Design dsd_decimator, sky130hd; sources not shown.
==> images/cell_classes.png <==
Scale: 2 px per µm.
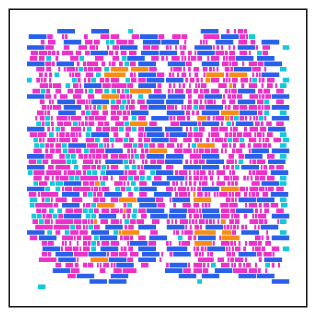
| colour | class | cells |
|---|---|---|
| blue | flip-flops | 158 |
| orange | clock drivers and dummy loads | 32 |
| cyan | other buffers and delay cells | 145 |
| magenta | all other logic | 901 |
fraction of area in registers: 31.1%
fin util: 74.2%
Rows: 48
core area: 0.0172 mm²
post-route cell area: 0.0127 mm²

==> images/port_nets.png <==
Scale: 3 px per µm.
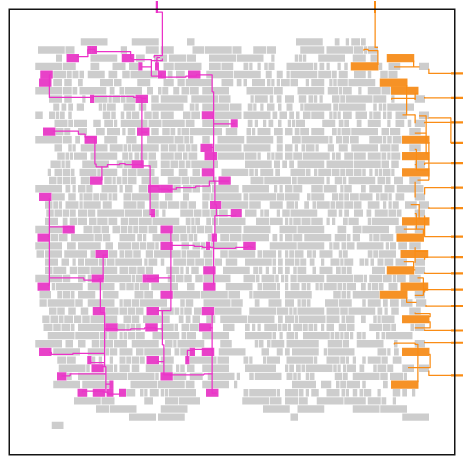
| colour | port | bits | direction | end cells | buffers | wire |
|---|---|---|---|---|---|---|
| orange | `pcm` | 16 | output | 16 | 16 | 379 µm |
| magenta | `din_en` | 1 | input | 65 | 2 | 679 µm |
Top Ports: 21
port bufs: 20

==> images/clock_map.png <==
Scale: 2 px per µm.
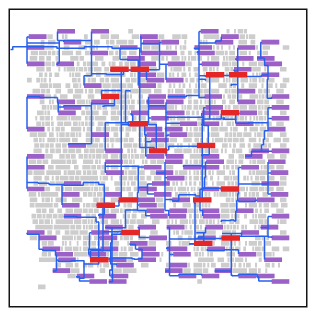
[blue] clock wires | length: 2100 µm
[red] cells driving clock nets | count: 17
[purple] flip-flops | count: 158
flops lie: widely spread
Fin Clk Skew: 0.00867 ns

==> images/registers.png <==
Scale: 2 px per µm. Other sequential cells in the stronger grey, the rest of the logic in the fainter grey.
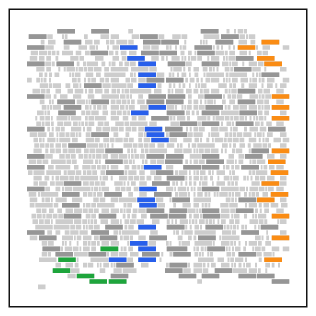
| colour | signal | sequential cells |
|---|---|---|
| blue | `r_int3` | 19 |
| orange | `pcm` | 16 |
| green | `r_cnt` | 6 |
Flop area: 0.00396 mm²

==> flow_summary_export.csv <==
group,metric,value,unit
status,status,"completed",
run,drv_cap,0,
clocking,clk_latency,0.43,ns
grt,grt_start_max_net_pins,101,
route,drc,0,
worst_setup_path,crit_arrival,5.51,ns
place,dp_hpwl,14.6,mm
run,tool_warnings,30,
clocking,htree_num_levels,4,
grt,track_usage,19.6,%
logic_synthesis,synth.distinct_cells,58,
place,post-place-ws,-0.996,ns
route,wire_per_inst,15.1,µm
worst_setup_path,worstSetupPathType,"in2reg",
cells_and_area,nFillCells,1202,
sta,slew_viol_final,0,
logic_synthesis,async_reset_ff_share,100,%
route,drt-total-wl,22.0,mm
sta,fin_ws,0.131,ns
logic_synthesis,ys_seq_share,37.8,%
worst_setup_path,cp_max_fo,11,
clocking,cts_inserted_buffers,17,
worst_hold_path,hp-class,"reg2reg",
clocking,postCtsHoldBufs,0,
sta,fmax,0.192,GHz
logic_synthesis,top_cells_by_area,"dfrtp_1 (38%), ha_1 (13%), mux2_2 (8.8%), xnor2_1 (6.0%), a21oi_1 (4.0%)",
worst_setup_path,crit_family,"AND-OR/OR-AND gates",
route,vias_per_cell,5.59,
logic_synthesis,ys.flops,158,
route,drt-initial-drc-count,333,
logic_synthesis,syn_area,0.0105,mm²
cells_and_area,comb_area,0.00639,mm²
floorplanning,die-area,0.0219,mm²
worst_setup_path,path_depth,24,
## per-stage QoR
stage	hold WS, ns	instances	setup TNS, ns	area [µm²]	utilization, %
global placement	0.458	1416	-4.07	11700	68.1
global route	0.490	1461	-0.221	12700	74.2
finish	0.457	1461	0	12700	74.2
floorplan	0.352	1085	0	10500	-
CTS	0.473	1449	0	12300	71.8
detailed placement	0.460	1416	-5.37	11700	68.1
## layout by cell type (no fill, tap or decap), drive strengths merged, types with 9 or more instances in the layout
cell type	count
dfrtp	158
buf	128
ha	108
inv	98
nand2	85
a21oi	84
mux2	82
nor2	78
o21ai	75
xnor2	73
xor2	26
clkbuf	22
a21o	21
clkdlybuf4s50	17
nor2b	16
nor3	16
o21a	10
o21bai	10
nand3	9
nand4	9
## synthesized netlist by cell type, types with 16 or more instances
cell type,number
mux2_2,82
nor3_1,16
nor2_1,78
a21oi_1,84
nand2_1,85
ha_1,108
xnor2_1,72
o21ai_0,74
xor2_1,26
clkbuf_1,23
a21o_1,21
inv_1,98
dfrtp_1,158
nor2b_1,16
## what timing repair did
action	in CTS	in global routing
pin swaps	10	64
setup endpoints to repair	8	7
endpoints found under the hold margin	0	0
resized	14	69
setup buffers	1	13
## logic make-up after synthesis
kind of cell	after synthesis	share of synthesized area [%]
flip-flops	158	37.8
XOR/XNOR	100	8.58
adder cells (fa/ha/maj)	113	13.9
multiplexers	85	9.12
AND/OR/NAND/NOR	242	10.4
AND-OR/OR-AND	263	15.7
buffers and inverters	124	4.45
## layer usage
layer	wire, µm	vias up	GRT usage, %
li1	-	4069	-
met1	9470	3947	22.1
met2	11600	109	36.1
met3	465	44	3.49
met4	471	0	7.34
met5	0	-	0
## cell type report
type / instances / share of cell area, %
Clock inverter: 10 / 1.08
Multi-Input combinational cell: 803 / 50.2
Sequential cell: 158 / 31.1
Timing Repair Buffer: 145 / 8.95
Clock buffer: 22 / 3.64
Inverter: 98 / 2.89
Tap cell: 225 / 2.21
